<file path="config.mk">
export PLATFORM = sky130hd
export DESIGN_NAME = uart_rx_param_flat
export DESIGN_NICKNAME = d
export VERILOG_FILES = /design/src/rtl/uart_rx_param_if.sv /design/src/rtl/uart_rx_param.sv /design/src/flat_wrapper.sv
export SDC_FILE = /design/constraint.sdc
export NUM_CORES = 1
export LEC_CHECK = 0
export CAP_MARGIN = 20
export CORE_MARGIN = 3
export CORE_UTILIZATION = 50
export CTS_CLUSTER_SIZE = 25
export DETAILED_ROUTE_END_ITERATION = 10
export PLACE_DENSITY = 0.71
export SETUP_SLACK_MARGIN = 0.5
export SYNTH_ARGS = -nofsm -noshare
export SYNTH_HDL_FRONTEND = slang
export SYNTH_SLANG_ARGS = --single-unit
</file>
<file path="constraint.sdc">
create_clock -name clk -period 3 [get_ports clk]
set_clock_uncertainty 0.1 [all_clocks]
set_input_delay 0.75 -clock clk [delete_from_list [all_inputs] [get_ports clk]]
set_output_delay 0.75 -clock clk [all_outputs]
set_load 0.02 [all_outputs]
</file>
<file path="src/rtl/uart_rx_param_if.sv">
// uart_rx_param_if -- receive-side handshake bundle of the parametrised UART
// receiver.
//   rdata  : FIFO head data word
//   rferr  : FIFO head framing error flag
//   rperr  : FIFO head parity error flag
//   rbrk   : FIFO head break flag
//   rvalid : FIFO holds at least one entry
//   rready : consumer accepts the head entry when rvalid is high
// modport master : receiver side (drives the head entry and rvalid)
// modport slave  : consumer side (drives rready)
`timescale 1ns/1ps
interface uart_rx_param_if #(
  parameter int DATA_BITS = 8
) ();
  logic [DATA_BITS-1:0] rdata;
  logic                 rferr;
  logic                 rperr;
  logic                 rbrk;
  logic                 rvalid;
  logic                 rready;

  modport master (
    output rdata,
    output rferr,
    output rperr,
    output rbrk,
    output rvalid,
    input  rready
  );

  modport slave (
    input  rdata,
    input  rferr,
    input  rperr,
    input  rbrk,
    input  rvalid,
    output rready
  );
endinterface

</file>
<file path="src/rtl/uart_rx_param.sv">
// uart_rx_param -- parametrised UART receiver with 3-sample majority voting,
// false-start rejection, parity/framing/break detection and a small receive
// FIFO drained over a valid/ready handshake.
// Ports:
//   clk        : clock
//   rst        : synchronous active-high reset
//   rxd_i      : asynchronous serial line, idle high
//   clr_ovr_i  : clears the sticky overrun flag
//   overrun_o  : sticky, a completed frame was dropped on a full FIFO
//   busy_o     : receiver state machine is not idle
//   rx_if      : master side of the receive handshake (head entry, rvalid, rready)
`timescale 1ns/1ps
module uart_rx_param #(
  parameter int CLK_PER_BIT = 10416,
  parameter int DATA_BITS   = 8,
  parameter int PARITY      = 0,
  parameter int STOP_BITS   = 1,
  parameter int FIFO_DEPTH  = 4
) (
  input  logic            clk,
  input  logic            rst,
  input  logic            rxd_i,
  input  logic            clr_ovr_i,
  output logic            overrun_o,
  output logic            busy_o,
  uart_rx_param_if.master rx_if
);

  localparam int M  = CLK_PER_BIT / 2;
  localparam int CW = $clog2(CLK_PER_BIT);
  localparam int BW = $clog2(DATA_BITS + 1);
  localparam int AW = $clog2(FIFO_DEPTH);
  localparam int EW = DATA_BITS + 3;

  localparam logic [CW-1:0] CNT_LAST = CW'(CLK_PER_BIT - 1);
  localparam logic [CW-1:0] SAMP_A   = CW'(M - 1);
  localparam logic [CW-1:0] SAMP_B   = CW'(M);
  localparam logic [CW-1:0] SAMP_C   = CW'(M + 1);
  localparam logic [BW-1:0] BIT_LAST = BW'(DATA_BITS - 1);
  localparam logic          STOP_LAST = 1'(STOP_BITS - 1);
  localparam logic [AW:0]   FIFO_FULL = (AW + 1)'(FIFO_DEPTH);

  typedef enum logic [2:0] {
    S_IDLE      = 3'd0,
    S_START     = 3'd1,
    S_DATA      = 3'd2,
    S_PARITY    = 3'd3,
    S_STOP      = 3'd4,
    S_WAIT_HIGH = 3'd5
  } state_t;

  state_t state_q, state_d;

  // Input synchroniser and edge detector
  logic sync1_q, rxs_q, rx_prev_q;

  always_ff @(posedge clk) begin
    if (rst) begin
      sync1_q   <= 1'b1;
      rxs_q     <= 1'b1;
      rx_prev_q <= 1'b1;
    end else begin
      sync1_q   <= rxd_i;
      rxs_q     <= sync1_q;
      rx_prev_q <= rxs_q;
    end
  end

  // Bit timer and majority voter
  logic [CW-1:0] cnt_q, cnt_d;
  logic [1:0]    samp_q;
  logic          in_frame;
  logic          decide;
  logic          maj;

  assign in_frame = (state_q == S_START) || (state_q == S_DATA) ||
                    (state_q == S_PARITY) || (state_q == S_STOP);
  assign decide   = in_frame && (cnt_q == SAMP_C);
  // Third sample is the live synchronised value at the decision count.
  assign maj      = (samp_q[0] & samp_q[1]) | (samp_q[0] & rxs_q) | (samp_q[1] & rxs_q);

  // Held at zero while idle so the count starts at 0 on entry to START;
  // free-running modulo CLK_PER_BIT for the rest of the frame.
  always_comb begin
    cnt_d = '0;
    if (in_frame) begin
      cnt_d = (cnt_q == CNT_LAST) ? '0 : cnt_q + CW'(1);
    end
  end

  always_ff @(posedge clk) begin
    if (rst) begin
      cnt_q  <= '0;
      samp_q <= 2'b11;
    end else begin
      cnt_q <= cnt_d;
      if (cnt_q == SAMP_A) samp_q[0] <= rxs_q;
      if (cnt_q == SAMP_B) samp_q[1] <= rxs_q;
    end
  end

  // Frame datapath
  logic [DATA_BITS-1:0] shreg_q;
  logic [BW-1:0]        bit_cnt_q;
  logic                 stop_cnt_q;
  logic                 par_bit_q;
  logic                 perr_q;
  logic                 ferr_acc_q;
  logic                 last_stop;
  logic                 is_break;
  logic                 frame_done;
  logic                 par_xor;

  assign last_stop  = (stop_cnt_q == STOP_LAST);
  // Break only looks at the first stop bit; a second one is never sampled.
  assign is_break   = (shreg_q == '0) && ((PARITY == 0) || !par_bit_q) &&
                      !maj && !stop_cnt_q;
  assign frame_done = (state_q == S_STOP) && decide && (is_break || last_stop);
  assign par_xor    = (^shreg_q) ^ maj;

  // Completed frame is staged here and written into the FIFO one cycle later.
  logic                 push_q;
  logic [EW-1:0]        entry_q;

  always_ff @(posedge clk) begin
    if (rst) begin
      shreg_q    <= '0;
      bit_cnt_q  <= '0;
      stop_cnt_q <= 1'b0;
      par_bit_q  <= 1'b0;
      perr_q     <= 1'b0;
      ferr_acc_q <= 1'b0;
      push_q     <= 1'b0;
      entry_q    <= '0;
    end else begin
      push_q <= frame_done;
      if (frame_done) begin
        entry_q <= {shreg_q, (ferr_acc_q | ~maj), perr_q, is_break};
      end
      if (decide) begin
        case (state_q)
          S_START: begin
            bit_cnt_q  <= '0;
            stop_cnt_q <= 1'b0;
            par_bit_q  <= 1'b0;
            perr_q     <= 1'b0;
            ferr_acc_q <= 1'b0;
          end
          S_DATA: begin
            shreg_q   <= {maj, shreg_q[DATA_BITS-1:1]};
            bit_cnt_q <= bit_cnt_q + BW'(1);
          end
          S_PARITY: begin
            par_bit_q <= maj;
            // odd: error unless data^p == 1; even: error unless data^p == 0
            perr_q    <= (PARITY == 1) ? ~par_xor : par_xor;
          end
          S_STOP: begin
            if (!maj) ferr_acc_q <= 1'b1;
            stop_cnt_q <= ~stop_cnt_q;
          end
          default: begin
          end
        endcase
      end
    end
  end

  // FSM: state register
  always_ff @(posedge clk) begin
    if (rst) state_q <= S_IDLE;
    else     state_q <= state_d;
  end

  // FSM: next-state logic
  always_comb begin
    state_d = state_q;
    case (state_q)
      S_IDLE: begin
        if (!rxs_q && rx_prev_q) state_d = S_START;
      end
      S_START: begin
        if (decide) state_d = maj ? S_IDLE : S_DATA;
      end
      S_DATA: begin
        if (decide && (bit_cnt_q == BIT_LAST)) begin
          state_d = (PARITY != 0) ? S_PARITY : S_STOP;
        end
      end
      S_PARITY: begin
        if (decide) state_d = S_STOP;
      end
      S_STOP: begin
        if (decide) begin
          if (is_break)       state_d = S_WAIT_HIGH;
          else if (last_stop) state_d = S_IDLE;
        end
      end
      S_WAIT_HIGH: begin
        if (rxs_q) state_d = S_IDLE;
      end
      default: state_d = S_IDLE;
    endcase
  end

  // Receive FIFO
  logic [EW-1:0] fifo_mem [FIFO_DEPTH];
  logic [AW-1:0] wr_ptr_q, rd_ptr_q;
  logic [AW:0]   count_q, count_d;
  logic          overrun_q, overrun_d;
  logic          fifo_valid;
  logic          do_pop;
  logic          do_push;
  logic          drop;
  logic [EW-1:0] head;

  assign fifo_valid = (count_q != '0);
  assign do_pop     = fifo_valid && rx_if.rready;
  // A full FIFO still accepts the push when the head leaves in the same cycle.
  assign do_push    = push_q && ((count_q != FIFO_FULL) || do_pop);
  assign drop       = push_q && (count_q == FIFO_FULL) && !do_pop;
  assign head       = fifo_mem[rd_ptr_q];

  always_comb begin
    count_d = count_q;
    case ({do_push, do_pop})
      2'b10:   count_d = count_q + (AW + 1)'(1);
      2'b01:   count_d = count_q - (AW + 1)'(1);
      default: count_d = count_q;
    endcase
  end

  // Drop takes priority over a simultaneous clear.
  always_comb begin
    overrun_d = overrun_q;
    if (drop)           overrun_d = 1'b1;
    else if (clr_ovr_i) overrun_d = 1'b0;
  end

  always_ff @(posedge clk) begin
    if (do_push) fifo_mem[wr_ptr_q] <= entry_q;
  end

  always_ff @(posedge clk) begin
    if (rst) begin
      wr_ptr_q  <= '0;
      rd_ptr_q  <= '0;
      count_q   <= '0;
      overrun_q <= 1'b0;
    end else begin
      if (do_push) wr_ptr_q <= wr_ptr_q + AW'(1);
      if (do_pop)  rd_ptr_q <= rd_ptr_q + AW'(1);
      count_q   <= count_d;
      overrun_q <= overrun_d;
    end
  end

  // FSM / FIFO: output logic. Head fields are gated so an empty FIFO shows zeros.
  always_comb begin
    busy_o       = (state_q != S_IDLE);
    overrun_o    = overrun_q;
    rx_if.rvalid = fifo_valid;
    rx_if.rdata  = fifo_valid ? head[EW-1:3] : '0;
    rx_if.rferr  = fifo_valid & head[2];
    rx_if.rperr  = fifo_valid & head[1];
    rx_if.rbrk   = fifo_valid & head[0];
  end

endmodule
</file>
<file path="src/flat_wrapper.sv">
// flat-port wrapper written by rule: the top's interface ports become plain ports
module uart_rx_param_flat 
#(
  parameter int CLK_PER_BIT = 10416,
  parameter int DATA_BITS   = 8,
  parameter int PARITY      = 0,
  parameter int STOP_BITS   = 1,
  parameter int FIFO_DEPTH  = 4
)
  (clk, rst, rxd_i, clr_ovr_i, overrun_o, busy_o, rx_if_rdata, rx_if_rferr, rx_if_rperr, rx_if_rbrk, rx_if_rvalid, rx_if_rready);
  uart_rx_param_if #(.DATA_BITS(DATA_BITS)) rx_if_i ();
  input  logic clk;
  input  logic rst;
  input  logic rxd_i;
  input  logic clr_ovr_i;
  output logic overrun_o;
  output logic busy_o;
  output wire logic [$bits(rx_if_i.rdata)-1:0] rx_if_rdata;
  output wire logic [$bits(rx_if_i.rferr)-1:0] rx_if_rferr;
  output wire logic [$bits(rx_if_i.rperr)-1:0] rx_if_rperr;
  output wire logic [$bits(rx_if_i.rbrk)-1:0] rx_if_rbrk;
  output wire logic [$bits(rx_if_i.rvalid)-1:0] rx_if_rvalid;
  input wire logic [$bits(rx_if_i.rready)-1:0] rx_if_rready;
  assign rx_if_rdata = rx_if_i.rdata;
  assign rx_if_rferr = rx_if_i.rferr;
  assign rx_if_rperr = rx_if_i.rperr;
  assign rx_if_rbrk = rx_if_i.rbrk;
  assign rx_if_rvalid = rx_if_i.rvalid;
  assign rx_if_i.rready = rx_if_rready;
  uart_rx_param #(.CLK_PER_BIT(CLK_PER_BIT), .DATA_BITS(DATA_BITS), .PARITY(PARITY), .STOP_BITS(STOP_BITS), .FIFO_DEPTH(FIFO_DEPTH)) u_core (.clk(clk), .rst(rst), .rxd_i(rxd_i), .clr_ovr_i(clr_ovr_i), .overrun_o(overrun_o), .busy_o(busy_o), .rx_if(rx_if_i));
endmodule
</file>
==> impl_metrics.tcl, run 1 <==
# yosys + openroad results
set metrics [dict create \
    status "completed" \
    diodes 0 \
    top_cell "dfxtp_1" \
    crit_required_ns 2.15 \
    max_clock_freq_ghz 0.387 \
    path_clk_slew_ns 0.10 \
    drtIter0Drc 83 \
    top_area_cell "edfxtp_1" \
    synthCells 393 \
    setup_viol 0 \
    post-route-period-util_pct 86.1 \
    synth.cell_area_um2 4500 \
    cts_tree "done" \
    tightest_slew_ns 0.495 \
    synthArstFlopShare_pct 0 \
    syn_avg_cell_area_um2 11.4 \
    ioPinCount 19 \
    grt_max_degree 26 \
    top_cell_area_share_pct 29.4 \
    finalMaxSlewViolations 0 \
    p_per_area_nw_per_um2 538 \
    track_usage_pct 16.7 \
    edf_count 44 \
    grt_pass1_vias 2834 \
    ys_ff 103 \
    slowest_delay_ns 0.49 \
    io_buffers 18 \
    syn_nets 412 \
    initial_core_util_pct 53.1 \
    simple_gate_share_pct 18.5 \
    yosys_area_um2 4500 \
    rows 33 \
    die_y_um 101 \
    crit_family "multiplexers" \
    grt_antenna_before_repair 0 \
    firstDrtPassIters 4 \
    ff_type "dfxtp_1" \
    cp_max_fo 5 \
    cts_root_buf "clkbuf_8" \
    place_hpwl_mm 5.14 \
    viasPerCell 5.38 \
    grt_pass1_wl_mm 13.3 \
    synth.distinct_cells 55 \
    grt-ovfl-total 0 \
    final-hold-violation-count 0 \
    post_drt_wl_per_cell_um 14.8 \
    worstPathCellList "buf_12 -> buf_16 -> mux4_2 -> and2_4 -> buf_6" \
    mux_share_pct 7.96 \
    core_um2 8460 \
    crit_arrival_ns 1.73 \
    area.growth.synth_to_final_pct 15.9 \
    xor_area_share_pct 4.09 \
    fa_ha_area_share_pct 4.29 \
    fillCellCount 689 \
    fin_tns_setup_ns 0 \
    critPathBufInv 3 \
    period_needed_ns 2.58 \
    cp-start-kind "register" \
    crit_path_end_kind "primary output" \
    holdWs_ns 0.320 \
    topCellsByArea "edfxtp_1, dfxtp_1, mux4_2" \
    yosys_warnings 0 \
    finish.net_count 444 \
    cts_buffer_depth 2 \
    grt_setup_unrepaired "true" \
    top_logic_kind "simple AND/OR/NAND/NOR gates" \
    worstSkewPairLatency_ns 0.36 \
    p_leak_nw 1.75 \
    drtAntennaViolNets 0 \
    chip_area_um2 10200 \
    critPathSlowestCell "mux4_2" \
    tool_warnings 33 \
    gp_congestion 0.829 \
    irDropWorstVdd_v 0.000489 \
    yosysCellCount 393 \
    path_class "reg -> out" \
    ys_sh_aoi_pct 5.76 \
    hold_class "reg -> reg" \
    final_layout_size_suffix_gt1_share_pct 20.9 \
    top_cells_by_count "dfxtp_1, edfxtp_1, nor2_1" \
    cts-buffers-inserted 9 \
    ys_seq_share_pct 55.7 \
    htree_levels 3 \
    clock_sinks 103 \
    relSlewSlack_pct 67.0 \
    route.detailed.drc 0 \
    cap_violations 0 \
    die-width_um 101 \
]
-- run 1: sequential cells by signal, summed over array words and instances, names as in the netlist, named ones only --
name / count
u_core.perr_q: 1
u_core.shreg_q: 8
u_core.stop_cnt_q: 1
u_core.samp_q: 2
u_core.cnt_q: 14
u_core.push_q: 1
u_core.ferr_acc_q: 1
u_core.rx_prev_q: 1
u_core.rd_ptr_q: 2
u_core.entry_q: 11
u_core.state_q: 3
u_core.overrun_o: 1
u_core.wr_ptr_q: 2
u_core.bit_cnt_q: 4
u_core.count_q: 3
u_core.rxs_q: 1
u_core.sync1_q: 1
u_core.fifo_mem: 44
-- run 1: placed cells by master, fill, tap and decap left out, types with 3 or more instances in the layout --
cell and n:
a21oi_1 19, a31oi_1 4, and2_1 6, and2_4 10, and3_1 4, buf_4 14
buf_6 12, clkbuf_8 9, clkdlybuf4s50_1 4, dfxtp_1 56, dlygate4sd2_1 3, edfxtp_1 44
ha_1 12, inv_1 20, mux2i_1 11, mux4_2 11, nand2_1 39, nand3_1 6
nand3b_1 4, nand4_1 4, nor2_1 41, nor3_1 4, nor4_1 3, o21ai_0 6
o31ai_1 3, or2_2 3, or3_1 3, xnor2_1 13, xor2_1 8
-- run 1: timing repair --
item	CTS	global route
gates cloned	1	1
hold buffers	0	0
setup endpoints to repair	14	13
pin swaps	11	2
buffers inserted	7	0
gates resized	86	3
-- run 1: metrics by stage --
stage	instances	instance area, um^2	setup WS, ns	util, %	total power, mW
final	535	5210	0.417	61.6	2.80
after global routing	535	5210	0.360	61.6	2.94
after CTS	534	5190	0.393	61.4	2.83
after detailed placement	510	4820	0.0548	57.0	1.87
after global placement	510	4820	0.132	57.0	1.86
after floorplan	393	4520	0.503	-	1.78
-- run 1: metal layers --
metal,share of wire (%),GRT usage [%],vias to the layer above
met5,0,0,-
met1,46,20.6,1375
met3,2.9,3.39,14
li1,-,-,1442
met2,49,28.4,47
met4,2.2,7.15,0
-- run 1: cell families after synthesis --
kind of cell | count (synthesis)
compound gates | 43
xor+xnor | 21
fa+ha+maj | 15
buf+inv | 38
flops | 103
mux | 22
simple gates | 151
-- run 1: report_power, final --
group | switching, mW | internal, mW
logic | 0.189 | 0.109
registers | 0.0627 | 1.47
clock network | 0.484 | 0.487
total | 0.736 | 2.07
-- run 1: cell type report --
cell class                 instances  area, um^2  area share, %
clock buffer                      10         128           2.45
multi-input combinational        253        1890           36.2
timing repair buffer              37         379           7.27
clock inverter                     6         100           1.92
tap                              105         131           2.52
sequential                       103        2510           48.1
inverter                          21        78.8           1.51
-- run 1: worst paths after layout --
check / from / end / slack (ns) / cells after the start
max: register / rx_if_rbrk / 0.42 / 5
min: u_core.sync1_q / u_core.rxs_q / 0.32 / 1
max reg2reg: u_core.count_q[1] / u_core.count_q[2] / 0.62 / 8
min reg2reg: u_core.sync1_q / u_core.rxs_q / 0.32 / 1
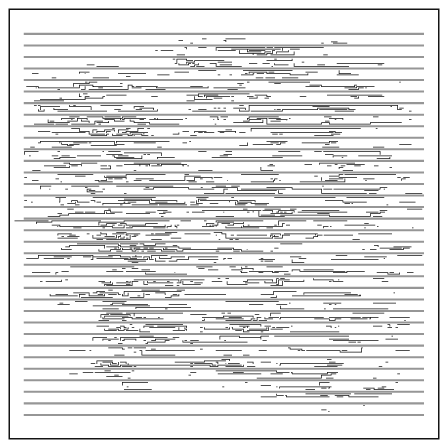
run_1/met1.png
Supply wires on this layer in grey.
main direction: horizontal
longest straight run: 35.0 um
wire length on this layer: 3630 um
share of all routed wire: 46%
nets with wire on the layer: 408
routed vias: 2878
DRT Wirelength: 7.94 mm
GR Layer Usage met1: 20.6%

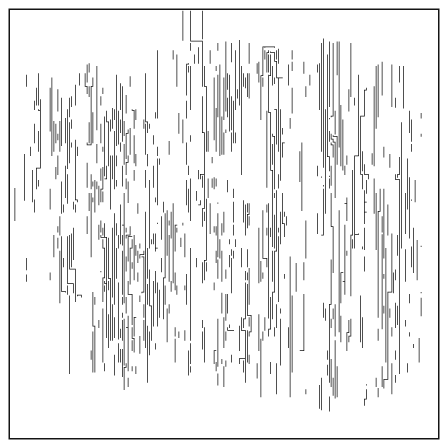
run_1/met2.png
longest straight run: 45.7 um
wire length on this layer: 3910 um
share of all routed wire: 49%
main direction: vertical
grt met2 use: 28.4%

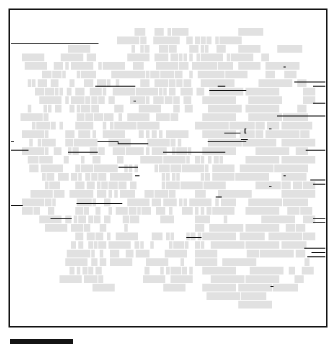
run_1/met3.png
The bar under the picture is 20 um long.
share of all routed wire: 2.9%
nets with wire on the layer: 27
wire length on this layer: 234 um
longest straight run: 27.6 um
main direction: horizontal
met3 usage: 3.39%

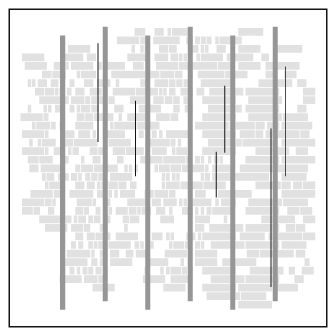
run_1/met4.png
Supply wires on this layer in grey.
nets with wire on the layer: 4
wire length on this layer: 175 um

run_1/final_clocks.png
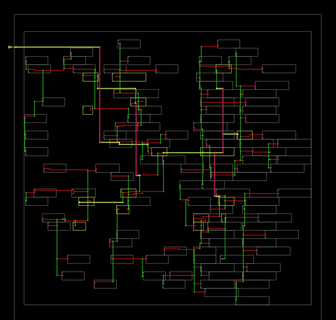

==> run 2: changes to the inputs <==
==> constraint.sdc (replaced) <==
create_clock -name clk -period 3 [get_ports clk]
set_clock_uncertainty 0.1 [all_clocks]
set_input_delay 0.9 -clock clk [delete_from_list [all_inputs] [get_ports clk]]
set_output_delay 0.9 -clock clk [all_outputs]
set_load 0.02 [all_outputs]
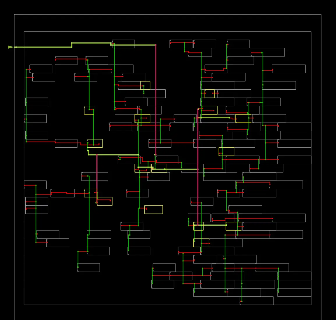
run_2/final_clocks.png
Flop Count: 103
Skew-Pair Late Insertion Delay: 0.36 ns

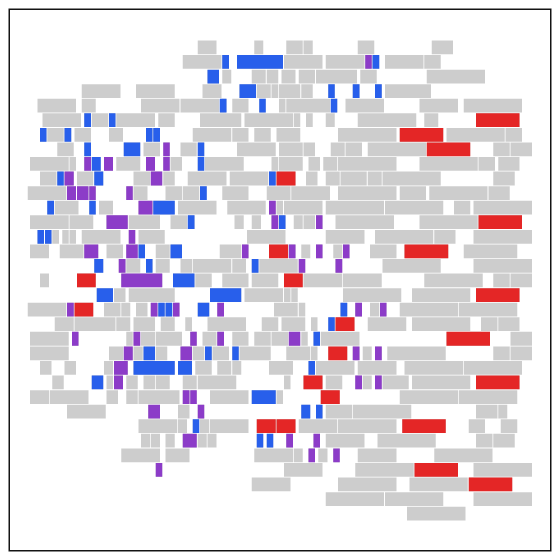
run_2/gate_families.png
| colour | family | cells |
|---|---|---|
| blue | NOR gates | 60 |
| red | multiplexers | 22 |
| purple | NAND gates | 57 |
Commonest Layout Cell: dfxtp_1
logic share of the area: 37.0%
non-filler cells, final: 531

==> run 2 against run 1 <==
Effect of this change:
- critical path depth down 1
- design area fell by 1.1%
- flip-flop count is the same
- power shrank 4.8%
==> impl_metrics.tcl, run 2 <==
# yosys + openroad results
set metrics [dict create \
    status "completed" \
    place_ws_ns -0.0369 \
    crit_required_ns 2.00 \
    ys_seq_share_pct 55.7 \
    drtIter0Drc 92 \
    ctsHoldBuffers 0 \
    cts_root_buf "clkbuf_8" \
    cts-buffers-inserted 9 \
    dpl.cell_count 512 \
    drtAntennaViolNets 0 \
    top_logic_kind "simple AND/OR/NAND/NOR gates" \
    synthCells 393 \
    synth.distinct_cells 55 \
    reg2reg_slack_ns 0.76 \
    yosys_warnings 0 \
    simple_gate_share_pct 18.5 \
    diodes 0 \
    die_y_um 101 \
    synthArstFlopShare_pct 0 \
    die-width_um 101 \
    max_clock_freq_ghz 0.376 \
    gp_congestion 0.846 \
    core_um2 8460 \
    crit_arrival_ns 1.66 \
    clock_sinks 103 \
    cts_tree "done" \
    period_needed_ns 2.66 \
    rows 33 \
    irDropWorstVdd_v 0.000393 \
    path_class "reg -> out" \
    xor_area_share_pct 4.09 \
    top_register "u_core.fifo_mem" \
    fa_ha_area_share_pct 4.29 \
    p_per_area_nw_per_um2 518 \
    setup_ws_ns 0.341 \
    initial_core_util_pct 53.1 \
    p_leak_nw 1.71 \
    fillCellCount 669 \
    topCellsByArea "edfxtp_1, dfxtp_1, mux4_2" \
    ys_sh_aoi_pct 5.76 \
    grt_max_degree 23 \
    place_hpwl_mm 5.20 \
    track_usage_pct 16.5 \
    setup_viol 0 \
    firstDrtPassIters 4 \
    chip_area_um2 10200 \
    hold_class "reg -> reg" \
    top_area_cell "edfxtp_1" \
    top_cells_by_count "dfxtp_1, edfxtp_1, nor2_1" \
    finish.net_count 440 \
    top_cell "dfxtp_1" \
    route.detailed.drc 0 \
    ioPinCount 19 \
    post-route-period-util_pct 88.6 \
    syn_avg_cell_area_um2 11.4 \
    cp_max_fo 5 \
    crit_path_end_kind "primary output" \
    final_layout_size_suffix_gt1_share_pct 22.3 \
    relSlewSlack_pct 47.5 \
    finalPower_mw 2.67 \
    reg_top3 "u_core.fifo_mem x44, u_core.cnt_q x14, u_core.entry_q x11" \
    grt_antenna_before_repair 0 \
    cap_violations 0 \
    synth.cell_area_um2 4500 \
    viasPerCell 5.38 \
    path_clk_slew_ns 0.10 \
    mux_share_pct 7.96 \
    cp-start-kind "register" \
    area.growth.synth_to_final_pct 14.7 \
    syn_nets 412 \
    cts_buffer_depth 2 \
    edf_count 44 \
    largest_register_ffs 44 \
    finalMaxSlewViolations 0 \
    tightest_slew_ns 0.781 \
    post_drt_wl_per_cell_um 14.5 \
    yosysCellCount 393 \
    final_cell_mix "dfxtp_1, edfxtp_1, nor2_1, nand2_1, inv_1" \
    grt_setup_unrepaired "true" \
    grt-ovfl-total 0 \
    top_cell_area_share_pct 29.4 \
    grt_pass1_wl_mm 13.2 \
    io_buffers 18 \
    htree_levels 3 \
    yosys_area_um2 4500 \
    grt_pass1_vias 2782 \
    tool_warnings 34 \
    final-hold-violation-count 0 \
    ys_ff 103 \
    ff_type "dfxtp_1" \
]
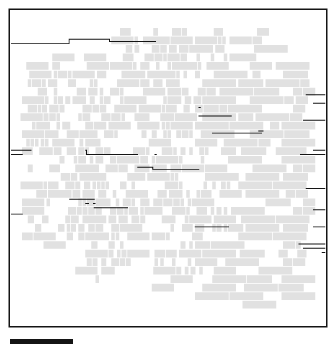
run_2/met3.png
The bar under the picture is 20 um long.
main direction: horizontal
nets with wire on the layer: 21
wire length on this layer: 214 um
longest straight run: 18.4 um
met3 usage: 3.11%
DRT Wirelength: 7.71 mm
routed vias: 2859

run 2: what timing repair did:
item / in CTS / in global routing
endpoints found under the setup margin: 14 / 14
setup buffers: 1 / 0
cloned: 2 / 0
resized: 87 / 14
pin swaps: 9 / 5
run 2: worst paths after layout:
path	startpoint	endpoint	cells past startpoint
setup / recovery	register	rx_if_rdata[3]	4
hold / removal	u_core.sync1_q	u_core.rxs_q	1
setup reg to reg	u_core.count_q[2]	u_core.count_q[2]	8
hold reg to reg	u_core.sync1_q	u_core.rxs_q	1
run 2: cell families after synthesis:
kind of cell / Yosys count
adder cells (fa/ha/maj): 15
AND/OR/NAND/NOR: 151
buffers and inverters: 38
flip-flops: 103
multiplexers: 22
AND-OR/OR-AND: 43
XOR/XNOR: 21
run 2: stage by stage:
stage	area (um^2)	hold slack [ns]	utilization, %	setup TNS, ns
final	5160	0.321	60.9	0
after global routing	5160	0.340	60.9	0
after CTS	5150	0.328	60.8	0
after detailed placement	4860	0.302	57.4	-0.0369
after global placement	4860	0.297	57.4	0
after floorplan	4530	0.289	-	0
run 2: power by group:
part           switching [mW]  total, mW  internal (mW)
clock                   0.492      0.838          0.346
sequential             0.0588       1.53           1.48
combinational           0.190      0.298          0.107
total                   0.741       2.67           1.93
run 2: critical path: stages (launching register included):
cell and delay, ns:
dfxtp_4 0.40, buf_16 0.13, mux4_2 0.49, and2_4 0.17, buf_6 0.12
run 2: area by class of cell:
cell class	count	area [um^2]	share of cell area, %
Clock buffer	10	138	2.67
Clock inverter	6	62.6	1.21
Inverter	21	78.8	1.53
Multi-Input combinational cell	253	1910	37.0
Sequential cell	103	2510	48.8
Tap cell	105	131	2.55
Timing Repair Buffer	33	324	6.28
run 2: per-layer routing:
layer | GRT usage [%] | part of all wire, % | vias up
met5 | 0 | 0 | -
met4 | 5.60 | 1.2 | 0
met3 | 3.11 | 2.8 | 8
met2 | 28.7 | 51 | 35
met1 | 20.6 | 45 | 1374
li1 | - | - | 1442
run_2/met2.png
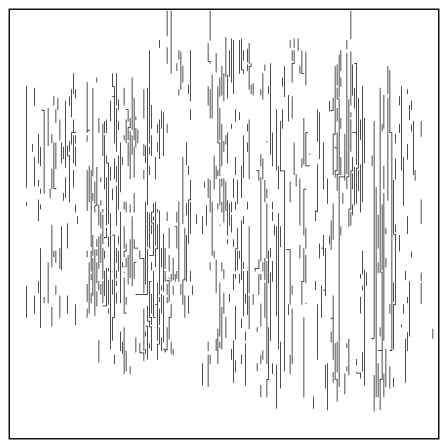

==> run 3: changes to the inputs <==
--- a/config.mk
+++ b/config.mk
@@ -6,12 +6,14 @@
 export NUM_CORES = 1
 export LEC_CHECK = 0
 export CAP_MARGIN = 20
+export CELL_PAD_IN_SITES_DETAIL_PLACEMENT = 0
+export CELL_PAD_IN_SITES_GLOBAL_PLACEMENT = 2
 export CORE_MARGIN = 3
-export CORE_UTILIZATION = 50
+export CORE_UTILIZATION = 41
+export CTS_CLUSTER_DIAMETER = 120
 export CTS_CLUSTER_SIZE = 25
 export DETAILED_ROUTE_END_ITERATION = 10
-export PLACE_DENSITY = 0.71
-export SETUP_SLACK_MARGIN = 0.5
+export PLACE_DENSITY = 0.82
 export SYNTH_ARGS = -nofsm -noshare
 export SYNTH_HDL_FRONTEND = slang
 export SYNTH_SLANG_ARGS = --single-unit
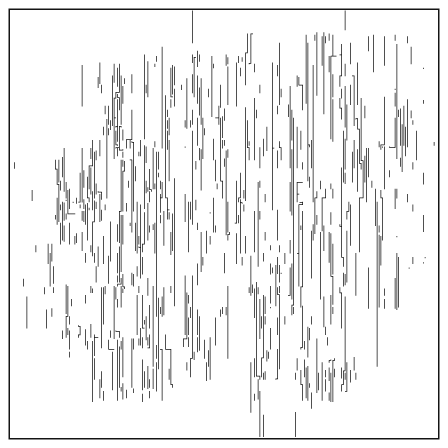
run_3/met2.png
main direction: vertical
share of all routed wire: 48%

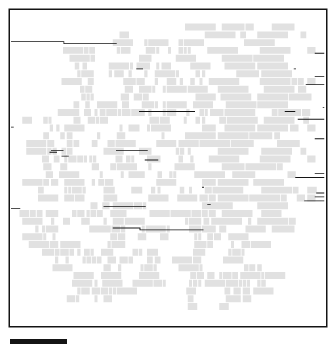
run_3/met3.png
The bar under the picture is 20 um long.
longest straight run: 22.1 um
wire length on this layer: 187 um
nets with wire on the layer: 20
share of all routed wire: 2.4%
main direction: horizontal

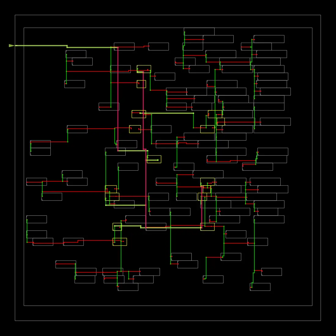
run_3/final_clocks.png
CTS Sinks: 103
cts bufs inserted: 9
clk_buf instances: 9
Clk power: 822 uW

==> run 3 against run 2 <==
Effect of this change:
- non-clock buffer count up 1
- synthesized cell count unchanged
- die area up 21%
- sequential share of layout area up 0.60 points
- wire length up 1.8%
- clock power down 2%
- combinational power up 18%
- via count down 1.5%
- maximum frequency down 8.6%
- utilization down 13 points
- first-iteration DRC count up 3.3%
- worst setup slack worse by 0.25 ns
==> impl_metrics.tcl, run 3 <==
# yosys + openroad results
set metrics [dict create \
    yosysCellCount 393 \
    route.detailed.drc 0 \
    worstHoldStart "u_core.sync1_q" \
    use_met2_pct 22.2 \
    cp_max_fo 13 \
    tool_warnings 31 \
    viasPerCell 5.01 \
    initial_core_util_pct 42.8 \
    wl_mm 7.85 \
    top_cells_by_count "dfxtp_1, edfxtp_1, nor2_1" \
    die-width_um 111 \
    synthArstFlopShare_pct 0 \
    path_class "reg -> out" \
    place_ws_ns -0.309 \
    firstDrtPassIters 4 \
    status "completed" \
    worstSkewPairLatency_ns 0.36 \
    drtIter0Drc 95 \
    grt_pass1_wl_mm 13.4 \
    final_layout_size_suffix_gt1_share_pct 13.6 \
    setup_ws_ns 0.0907 \
    top_cell "dfxtp_1" \
    ioPinCount 19 \
    yosys_area_um2 4500 \
    xor_area_share_pct 4.09 \
    grtUsageMet3_pct 3.06 \
    hold_class "reg -> reg" \
    top_logic_kind "simple AND/OR/NAND/NOR gates" \
    cp-start-kind "register" \
    reg_top3 "u_core.fifo_mem x44, u_core.cnt_q x14, u_core.entry_q x11" \
    final-hold-violation-count 0 \
    simple_gate_share_pct 18.5 \
    p_per_area_nw_per_um2 529 \
    area.growth.synth_to_final_pct 12.7 \
    top_register "u_core.fifo_mem" \
    final_cell_mix "dfxtp_1, edfxtp_1, nor2_1, nand2_1, inv_1" \
    irDropWorstVdd_v 0.000482 \
    rr_worst_depth 8 \
    dpl.cell_count 545 \
    period_needed_ns 2.91 \
    cts_root_buf "clkbuf_8" \
    p_int_mw 1.92 \
    ys_ff 103 \
    htree_levels 3 \
    ys_sh_aoi_pct 5.76 \
    clockPowerShare_pct 30.7 \
    setup_viol 0 \
    core_um2 10500 \
    cts_tree "done" \
    top_cell_area_share_pct 29.4 \
    comb_power_share_pct 13.1 \
    ys_seq_share_pct 55.7 \
    crit_required_ns 2.00 \
    gp_congestion 0.760 \
    top_usage_layer "met2" \
    finalMaxSlewViolations 0 \
    pwr-share-seq_pct 56.2 \
    grt_setup_unrepaired "false" \
    post_drt_wl_per_cell_um 14.0 \
    reg2reg_slack_ns 0.62 \
    ff_type "dfxtp_1" \
    switching_share_pct 28.4 \
    cts_buffer_depth 2 \
    grt_pass1_vias 2786 \
    synth.distinct_cells 55 \
    grt_max_degree 32 \
    syn_avg_cell_area_um2 11.4 \
    io_buffers 18 \
    post-cts-setup-buffer-count 0 \
    die_y_um 111 \
    tightest_slew_ns 0.495 \
    grt_util_met1_pct 17.4 \
    fa_ha_area_share_pct 4.29 \
    post-route-period-util_pct 97.0 \
    p_sw_uw 762 \
    ctsHoldBuffers 0 \
    synthCells 393 \
    edf_count 44 \
    yosys_warnings 0 \
    rows 37 \
    min_path_cells 1 \
    path_clk_slew_ns 0.10 \
    topCellsByArea "edfxtp_1, dfxtp_1, mux4_2" \
    grt_antenna_before_repair 0 \
    vias 2817 \
    fin_tns_setup_ns 0 \
    mux_share_pct 7.96 \
    mostFrequentLayoutCell "dfxtp_1" \
    reg2reg_from "u_core.count_q[1]" \
    min_to "u_core.rxs_q" \
    p_leak_nw 1.70 \
    place_hpwl_mm 5.42 \
    r2r-end "u_core.count_q[2]" \
    crit_arrival_ns 1.91 \
    drtAntennaViolNets 0 \
    grt-ovfl-total 0 \
    diodes 0 \
    cap_violations 0 \
    crit_path_end_kind "primary output" \
    synth.cell_area_um2 4500 \
    syn_nets 412 \
    track_usage_pct 13.4 \
    largest_register_ffs 44 \
    max_clock_freq_ghz 0.344 \
    relSlewSlack_pct 66.7 \
    chip_area_um2 12300 \
    finish.net_count 440 \
    top_area_cell "edfxtp_1" \
    stdcell_count 562 \
]
-- run 3: critical path: stages, from the launching register on --
cell	delay [ns]
dfxtp_1	0.36
or3_1	0.57
clkdlybuf4s50_1	0.61
-- run 3: cell type report --
class	count	area (um^2)
Multi-Input combinational cell	252	1830
Tap cell	136	170
Inverter	21	78.8
Clock buffer	9	124
Fill cell	948	5440
Sequential cell	103	2500
Timing Repair Buffer	34	297
Clock inverter	7	63.8
-- run 3: layer usage --
| metal | share of wire, % | wire length (um) | vias up |
|---|---|---|---|
| met5 | 0 | 0 | - |
| met4 | 1.6 | 124 | 0 |
| met3 | 2.4 | 187 | 11 |
| met2 | 48 | 3790 | 32 |
| met1 | 48 | 3740 | 1331 |
| li1 | - | - | 1443 |
-- run 3: cells by family (layout without fill, tap and decap cells) --
| kind of cell | after synthesis | after routing |
|---|---|---|
| simple gates | 151 | 151 |
| buf+inv | 38 | 71 |
| flops | 103 | 103 |
| xor+xnor | 21 | 21 |
| mux | 22 | 22 |
| compound gates | 43 | 43 |
| fa+ha+maj | 15 | 15 |
-- run 3: power by group through the flow --
stage                     sequential (mW)  combinational, mW  clock [mW]
final                                1.51              0.351       0.822
after global routing                 1.51              0.388       0.903
after CTS                            1.51              0.348       0.848
after detailed placement             1.54              0.345           0
after global placement               1.54              0.344           0
after floorplan                      1.52              0.258           0
-- run 3: how the worst max path moves through the flow --
stage | start | to | slack, ns | depth (start not counted)
floorplan | rx_if_rready | u_core.count_q[2] | 0.19 | 10
global placement | rx_if_rready | u_core.count_q[2] | -0.12 | 10
detailed placement | rx_if_rready | u_core.count_q[2] | -0.31 | 10
CTS | u_core.count_q[0] | rx_if_rvalid | 0.05 | 2
global route | u_core.count_q[0] | rx_if_rvalid | 0.006 | 2
finish | u_core.count_q[0] | rx_if_rvalid | 0.09 | 2
-- run 3: what timing repair did --
| item | 4_1_cts | 5_1_grt |
|---|---|---|
| endpoints found under the hold margin | 0 | 0 |
| setup endpoints to repair | 11 | 1 |
| gates cloned | 0 | 0 |
| gates resized | 11 | 1 |
-- run 3: per-stage QoR --
step | power [mW] | util, % | hold slack (ns) | area [um^2]
final | 2.68 | 48.2 | 0.321 | 5070
after global routing | 2.81 | 48.2 | 0.335 | 5070
after CTS | 2.70 | 48.1 | 0.333 | 5060
after detailed placement | 1.89 | 46.5 | 0.299 | 4880
after global placement | 1.88 | 46.5 | 0.298 | 4880
after floorplan | 1.78 | - | 0.289 | 4500
Power and IR drop assume default switching activity.
